### src/rtl/mem_arbiter.sv
// Round-robin arbiter sharing a byte-wide synchronous RAM between a 32-bit fetch port (A)
// and a 32-bit data port (B); each word access becomes four little-endian byte beats.
module mem_arbiter #(
  parameter int          ADDR_W     = 10,
  parameter logic [31:0] MAGIC_ADDR = 32'hFFFF_FFF0
) (
  input  logic              clk,
  input  logic              rst,
  input  logic              a_req,
  input  logic [31:0]       a_addr,
  output logic              a_ack,
  output logic [31:0]       a_rdata,
  input  logic              b_req,
  input  logic              b_we,
  input  logic [31:0]       b_addr,
  input  logic [31:0]       b_wdata,
  output logic              b_ack,
  output logic [31:0]       b_rdata,
  output logic              mem_ena,
  output logic              mem_wea,
  output logic [ADDR_W-1:0] mem_addr,
  output logic [7:0]        mem_din,
  input  logic [7:0]        mem_dout,
  output logic [31:0]       magic_out,
  output logic              busy
);

  typedef enum logic [1:0] {IDLE, BEAT, CAPTURE, DONE} state_t;

  state_t      state;
  logic        ptr_b;
  logic        sel_b;
  logic        we_q;
  logic [1:0]  beat;
  logic [23:0] wdata_q;
  logic [23:0] rbytes;

  logic        grant_any;
  logic        grant_b;
  logic        grant_we;
  logic        grant_magic;
  logic [31:0] grant_addr;

  always_comb begin
    grant_any   = a_req | b_req;
    grant_b     = b_req & (~a_req | ptr_b);
    grant_we    = grant_b & b_we;
    grant_addr  = grant_b ? b_addr : a_addr;
    grant_magic = grant_we && (b_addr == MAGIC_ADDR);
  end

  always_ff @(posedge clk or negedge rst) begin
    if (!rst) begin
      state     <= IDLE;
      ptr_b     <= 1'b0;
      sel_b     <= 1'b0;
      we_q      <= 1'b0;
      beat      <= '0;
      wdata_q   <= '0;
      rbytes    <= '0;
      a_ack     <= 1'b0;
      b_ack     <= 1'b0;
      a_rdata   <= '0;
      b_rdata   <= '0;
      mem_ena   <= 1'b0;
      mem_wea   <= 1'b0;
      mem_addr  <= '0;
      mem_din   <= '0;
      magic_out <= '0;
      busy      <= 1'b0;
    end else begin
      case (state)
        IDLE: begin
          if (grant_any) begin
            sel_b   <= grant_b;
            ptr_b   <= ~grant_b;
            we_q    <= grant_we;
            wdata_q <= b_wdata[31:8];
            busy    <= 1'b1;
            if (grant_magic) begin
              magic_out <= b_wdata;
              b_ack     <= 1'b1;
              state     <= DONE;
            end else begin
              beat     <= '0;
              mem_ena  <= 1'b1;
              mem_wea  <= grant_we;
              mem_addr <= grant_addr[ADDR_W-1:0];
              mem_din  <= grant_we ? b_wdata[7:0] : '0;
              state    <= BEAT;
            end
          end
        end
        BEAT: begin
          // Read data lags its beat by one cycle; bytes 0..2 shift in from the top.
          if (beat != 2'd0)
            rbytes <= {mem_dout, rbytes[23:8]};
          if (beat == 2'd3) begin
            mem_ena <= 1'b0;
            mem_wea <= 1'b0;
            if (we_q) begin
              a_ack <= ~sel_b;
              b_ack <= sel_b;
              state <= DONE;
            end else begin
              state <= CAPTURE;
            end
          end else begin
            beat     <= beat + 2'd1;
            mem_addr <= mem_addr + 1'b1;
            mem_din  <= we_q ? wdata_q[7:0] : '0;
            wdata_q  <= {8'h00, wdata_q[23:8]};
          end
        end
        CAPTURE: begin
          if (sel_b) begin
            b_rdata <= {mem_dout, rbytes};
            b_ack   <= 1'b1;
          end else begin
            a_rdata <= {mem_dout, rbytes};
            a_ack   <= 1'b1;
          end
          state <= DONE;
        end
        DONE: begin
          a_ack <= 1'b0;
          b_ack <= 1'b0;
          busy  <= 1'b0;
          state <= IDLE;
        end
        default: state <= IDLE;
      endcase
    end
  end

endmodule

### config.mk
export PLATFORM = sky130hd
export DESIGN_NAME = mem_arbiter
export DESIGN_NICKNAME = d
export VERILOG_FILES = /design/src/rtl/mem_arbiter.sv
export SDC_FILE = /design/constraint.sdc
export NUM_CORES = 1
export LEC_CHECK = 0
export CAP_MARGIN = 25
export CORE_ASPECT_RATIO = 1.5
export CORE_UTILIZATION = 42
export DETAILED_ROUTE_END_ITERATION = 10
export PLACE_DENSITY = 0.78
export SLEW_MARGIN = 20
export SYNTH_ARGS = -nofsm -noshare
export SYNTH_HDL_FRONTEND = slang
export SYNTH_SLANG_ARGS = --single-unit
### constraint.sdc
create_clock -name clk -period 2.55 [get_ports clk]
set_clock_uncertainty 0.2 [all_clocks]
set_input_delay 0.51 -clock clk [delete_from_list [all_inputs] [get_ports clk]]
set_output_delay 0.51 -clock clk [all_outputs]
set_load 0.005 [all_outputs]
Fig. 1: run 1, placement by cell class
Bar = 20 um. Fill, decap, tap and diode cells in gray.
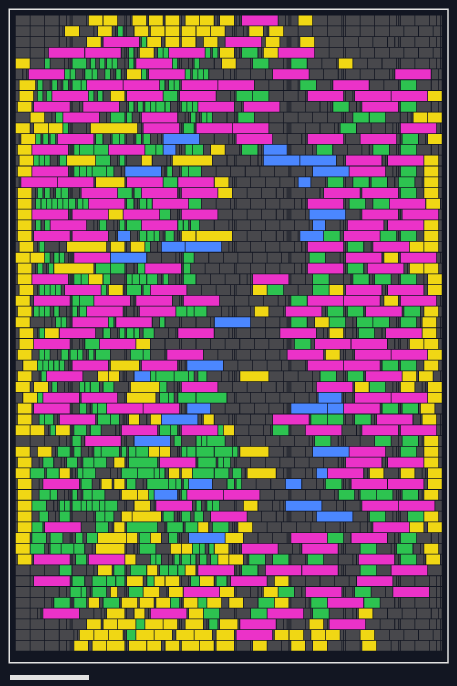
Magenta marks registers, cells 174. Yellow marks remaining buffers and delay cells, cells 255. Green marks remaining logic cells, cells 425. Blue marks clock drivers and dummy loads, cells 32.

Fig. 2: run 1, routed clock nets over the placement
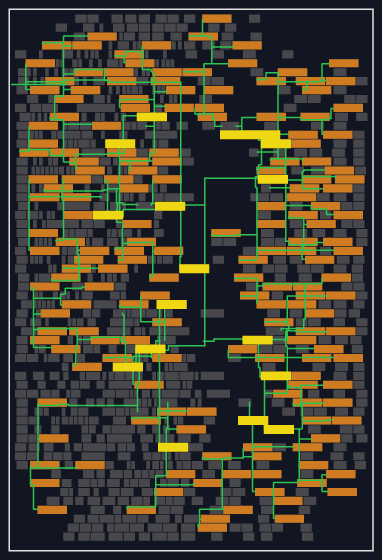
Yellow marks clock-net drivers, count 17. Orange marks flip-flops, count 174. Green marks clock wires, length 2050 um.
There are 18 routed clock nets.
clock latency on the worst-skew pair: 0.43 ns
share of power burned in the clock network: 0.210
P_clk: 2.64 mW

Fig. 3: run 1, M2 wires
Bar = 20 um.
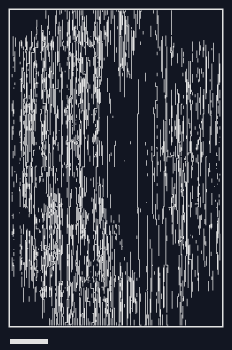
860 nets have wire on it. The wires run mostly vertical.

==> run 1: timing repair <==
action,in CTS,in global routing
buffers inserted,3,1
hold endpoints to repair,58,0
gates cloned,5,1
endpoints found under the setup margin,56,47
hold buffers,1,0
pin swaps,7,15
gates resized,26,24
==> run 1: cell families (layout without fill, tap and decap cells) <==
group | Yosys count | count (layout) | share of synthesized area
simple gates | 190 | 190 | 0.112
flops | 174 | 174 | 0.589
mux | 118 | 118 | 0.176
compound gates | 99 | 99 | 0.0824
buf+inv | 46 | 297 | 0.0267
fa+ha+maj | 8 | 8 | 0.0135
==> run 1: layout by cell type (no fill, tap or decap), drive strengths merged, types with 12 or more instances in the layout <==
cell type        n
a21oi           26
buf             51
clkbuf          18
clkdlybuf4s50  185
dfrtp          174
dlymetal6s2s    15
inv             18
mux2            94
mux2i           24
nand2          145
nand4           12
o21ai           32
==> run 1: power breakdown <==
group          internal, mW  switching [mW]  leakage [nW]
clock network          1.35            1.30         0.295
registers              3.90           0.776          2.19
logic                  3.10            2.17          2.51
total                  8.34            4.25          5.00
==> run 1: sequential cells by signal, indices dropped and copies added (netlist names) <==
register,count
mem_ena,1
a_rdata,32
beat,2
state,2
we_q,1
wdata_q,24
busy,1
magic_out,32
mem_addr,10
rbytes,24
sel_b,1
b_ack,1
ptr_b,1
mem_wea,1
a_ack,1
mem_din,8
b_rdata,32
==> run 1: critical path, cell delays in order <==
cell and delay [ns]:
sky130_fd_sc_hd__buf_6 0.09, sky130_fd_sc_hd__or4_1 0.51, sky130_fd_sc_hd__or4_4 0.50, sky130_fd_sc_hd__or4_4 0.59
sky130_fd_sc_hd__buf_12 0.18, sky130_fd_sc_hd__clkbuf_16 0.16, sky130_fd_sc_hd__nand2_2 0.06, sky130_fd_sc_hd__nand2_1 0.05
==> results.env, run 1 <==
GLOBALROUTE.TOTALOVERFLOW=0
YOSYS-STAT-CELLS=635
COMMON_CELLS='sky130_fd_sc_hd__dfrtp_1 (174), sky130_fd_sc_hd__nand2_1 (144), sky130_fd_sc_hd__mux2_2 (94), sky130_fd_sc_hd__o21ai_0 (31), sky130_fd_sc_hd__a21oi_1 (26)'
LAYOUT.AREA.SEQ_UM2=4350
GRT_ANTENNA_BEFORE_REPAIR=0
GRT_START_MAX_NET_PINS=72
COMBAREAFRACTION=0.269
HIGHEST_LAYER='met4'
DIE_HEIGHT_UM=164
CRIT_PATH_MAX_FANOUT=6
FP.DIEAREA_UM2=18100
FILLER_CELL_COUNT=1376
PORT-BUFFER-COUNT=205
POSTSYNTHAREAPERCELL_UM2=11.6
NONCLKBUFAREAFRAC=0.249
REG2REGPATHDEPTH=8
MAXCAPVIOLATIONS=0
DRIVE_ABOVE_1_SHARE=0.233
YOSYS_MOST_USED_DFF='sky130_fd_sc_hd__dfrtp_1'
TAP_CELLS=213
REPORT.POWER.TOTAL_mW=12.6
PLACED_AREA_UM2=10000
HP-CLASS='primary input to asynchronous set/reset pin'
TRITONCTS.NUM_BUFFERS=17
CHIP_AREA_IN_THE_YOSYS_REPORT_UM2=7390
YOSYSUNIQUECELLTYPES=47
RUN_STATUS='complete, no violations'
MET1_CAPACITY_USAGE_DURING_GLOBAL_ROUTING=0.248
LAYOUT_WORST_PATH_CYCLE_SHARE=0.998
FIRST_PASS_GRT_WIRE_LENGTH_UM=30400
HTREE_NUM_LEVELS=4
CRITICAL_PATH_ARRIVAL_NS=2.66
ROUTE.VIAS.TOTAL=5747
STDCELL_COUNT=1099
POST-DP-HPWL_UM=12900
AREA_SHARE_CLOCK_BUF_INV=0.0563
ROUTED_WIRELENGTH_UM=18900
WORSTSETUPENDPOINT='magic_out[5]'
SYN_INST=635
DRC=0
DRT-INITIAL-DRC-COUNT=262
POWER.LEAKAGE_nW=5.00
TIMING.FINAL.WS_SETUP_NS=0.00470
HOLDWS_NS=0.262
GPL.FINAL_WEIGHTED_CONGESTION=0.813
WORST_SLEW_MARGIN_REL=0.675
WL_MET2_UM=10200
DESIGN.CORE.AREA_UM2=17300
FF_COUNT=174
UTILIZATION=0.632
SETUP.WORST_PATH.START_CLASS='primary input'
Fig. 4: run 1, PDN straps and rails
Pins as bars on the die edge. Tap cells in gray.
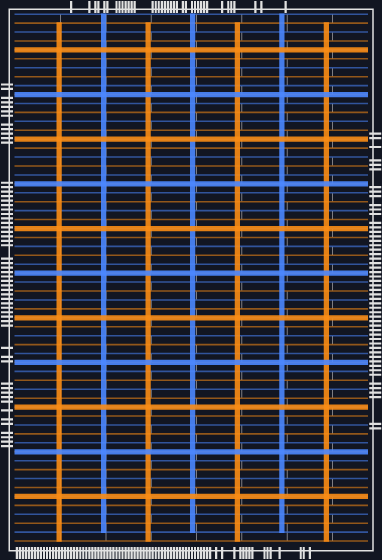

==> run 2, diff against run 1 <==
--- a/config.mk
+++ b/config.mk
@@ -6,8 +6,10 @@
 export NUM_CORES = 1
 export LEC_CHECK = 0
 export CAP_MARGIN = 25
+export CELL_PAD_IN_SITES_DETAIL_PLACEMENT = 1
+export CELL_PAD_IN_SITES_GLOBAL_PLACEMENT = 1
 export CORE_ASPECT_RATIO = 1.5
-export CORE_UTILIZATION = 42
+export CORE_UTILIZATION = 33
 export DETAILED_ROUTE_END_ITERATION = 10
 export PLACE_DENSITY = 0.78
 export SLEW_MARGIN = 20
Fig. 5: run 2, PDN straps and rails
Pins as bars on the die edge. Tap cells in gray.
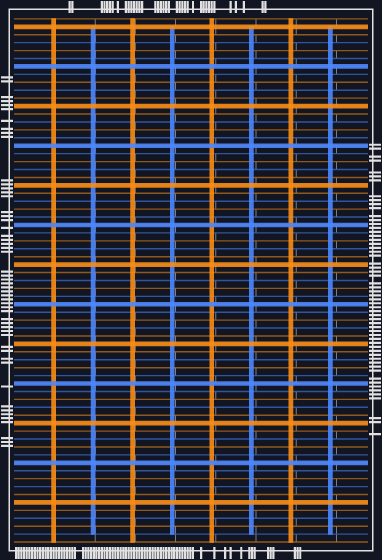
Orange marks VSS. Blue marks VDD.
The core has 66 rows. 272 tap cells. 8 straps on met4. 13 straps on met5. 67 met1 rails follow the rows.

Fig. 6: run 2, M2 wires
Bar = 20 um.
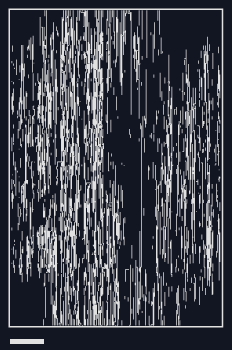
The longest straight run is 83.0 um. The layer carries 12400 um of wire.

==> run 2 against run 1 <==
Compared with the run above:
- the run now ends with setup timing left
- die area up 27%
- cell area is 2.0% higher
- largest cell class unchanged
- critical endpoint is now magic_out[2]
- fmax is 0.23% lower
- sequential cell count did not move
- combinational power rose by 2%
- utilization decreased by 12 points
- via count grew 1.6%
- sequential power grew 1%
- worst setup slack worse by 0.0058 ns
- sequential share of layout area is 0.80 points lower
- critical path type unchanged
==> results.env, run 2 <==
CRIT_PATH_FREQUENT_CELL='sky130_fd_sc_hd__or4_4'
LARGEST_FAMILY_OF_LOGIC_CELLS_BY_AREA='multiplexers'
TIMING.CRITICAL_PATH.DEPTH=8
TRITONCTS.NUM_BUFFERS=17
FIRST_PASS_GRT_WIRE_LENGTH_UM=34500
NET-SWITCHING-POWER_mW=4.32
YOSYSUNIQUECELLTYPES=47
ROUTE.VIAS.TOTAL=5840
DIE_HEIGHT_UM=185
PLACED_AREA_UM2=10100
XOR_XNOR_AREA_SHARE=0
AOI_SHARE=0.0824
POWER.COMBINATIONAL.FRACTION=0.426
CRITICAL_PATH.SLOWEST_CELL='sky130_fd_sc_hd__or4_4'
STDCELL_COUNT=1157
WORSTPATHCELLLIST='buf_6 > or4_1 > or4_4 > or4_4 > buf_12 > buf_16 > nand2_2 > nand2_1'
FP.DIEAREA_UM2=23000
YOSYS_MOST_USED_DFF='sky130_fd_sc_hd__dfrtp_1'
MUX_AREA_FRAC=0.176
POST_CTS_RESIZE_COUNT=57
LAYOUT.AREA.SEQ_UM2=4350
CHIP_AREA_IN_THE_YOSYS_REPORT_UM2=7390
RUN_STATUS='finished with violations'
YOSYS-STAT-CELLS=635
CELLINTERNALPOWER_mW=8.25
SEQ_POWER_SHARE=0.376
SYN_INST=635
HOLDWS_NS=0.287
CTS.HOLD.BUFFERS_ADDED=1
DRT-INITIAL-DRC-COUNT=216
HP-CLASS='flop to flop'
LAY_TOP_COUNT='sky130_fd_sc_hd__clkdlybuf4s50_1'
POST-CTS-SETUP-BUFFER-COUNT=3
SYNTH_WARNINGS=0
CRIT_FAMILY='simple AND/OR/NAND/NOR gates'
CLOCK.LATENCY.LATE_PIN_NS=0.42
ROUTED_WIRELENGTH_UM=22100
DESIGN.CORE.AREA_UM2=21800
SYNTHSIMPLEGATEAREAFRAC=0.112
PORT-BUFFER-COUNT=205
CRITICAL_PATH_ARRIVAL_NS=2.66
TIMING.FINAL.SETUP_VIOLATIONS=1
CLOCK_POWER_SHARE=0.197
GLOBALROUTE.TOTALOVERFLOW=0
TIMING.FINAL.WS_SETUP_NS=-0.00111
DRC=0
CRIT_PATH_MAX_FANOUT=6
COMMON_CELLS='sky130_fd_sc_hd__dfrtp_1 (174), sky130_fd_sc_hd__nand2_1 (144), sky130_fd_sc_hd__mux2_2 (94), sky130_fd_sc_hd__o21ai_0 (31), sky130_fd_sc_hd__a21oi_1 (26)'
GPL.FINAL_WEIGHTED_CONGESTION=0.733
POSTSYNTHAREAPERCELL_UM2=11.6
FAILED_CHECKS='setup timing'
GRT_ANTENNA_BEFORE_REPAIR=0
POWER.SHARE.SWITCHING=0.344
MAXCAPVIOLATIONS=0
Fig. 7: run 2, cell placement
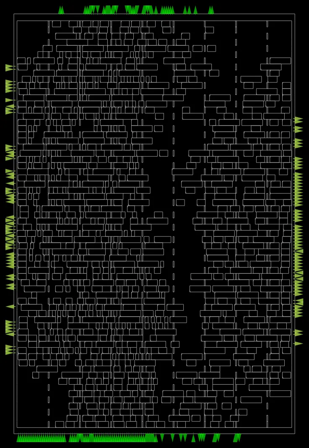
layout filler cell count: 2270
Final Util: 0.511

[run 2: through the flow]
stage	power (mW)	util	TNS, ns
4_1_cts	12.7	0.502	-1.09
3_3_place_gp	9.83	0.462	-31.45
3_5_place_dp	10.1	0.462	-32.86
6_report	12.6	0.511	-0.00111
2_1_floorplan	7.24	-	-5.97
5_1_grt	13.4	0.511	-0.431
[run 2: power groups by stage]
stage	clock, mW	combinational (mW)	sequential, mW
6_report	2.48	5.36	4.73
5_1_grt	2.66	5.85	4.90
4_1_cts	2.56	5.35	4.74
3_5_place_dp	0	5.29	4.78
3_3_place_gp	0	5.12	4.71
2_1_floorplan	0	2.65	4.59
[run 2: final cells by class]
class,count,share of cell area
inverter,10,0.00337
tap,272,0.0305
clock inverter,13,0.0110
clock buffer,19,0.0388
sequential,174,0.391
timing repair buffer,254,0.247
multi-input combinational,415,0.279
[run 2: logic make-up after synthesis]
logic type      Yosys count
compound gates           99
fa+ha+maj                 8
buf+inv                  46
simple gates            190
mux                     118
flops                   174
[run 2: how the worst min path moves through the flow]
stage | from | end | slack, ns | depth (start not counted)
floorplan | rst | a_ack | 0.01 | 0
global route | b_addr[6] | mem_addr[6] | 0.30 | 3
global placement | magic_out[14] | magic_out[14] | 0.25 | 2
detailed placement | magic_out[18] | magic_out[18] | 0.26 | 2
finish | a_ack | a_ack | 0.29 | 2
CTS | wdata_q[21] | wdata_q[21] | 0.29 | 2
[run 2: routing by layer]
metal,vias to the layer above,GRT usage,part of all wire,wire [um]
met5,-,0,0,0
met4,0,0.0710,0.020,445
met3,34,0.0385,0.041,917
met2,156,0.378,0.56,12400
met1,2950,0.215,0.38,8310
li1,2700,-,-,-
No activity file was given, so power comes from the tool's default toggle rates.
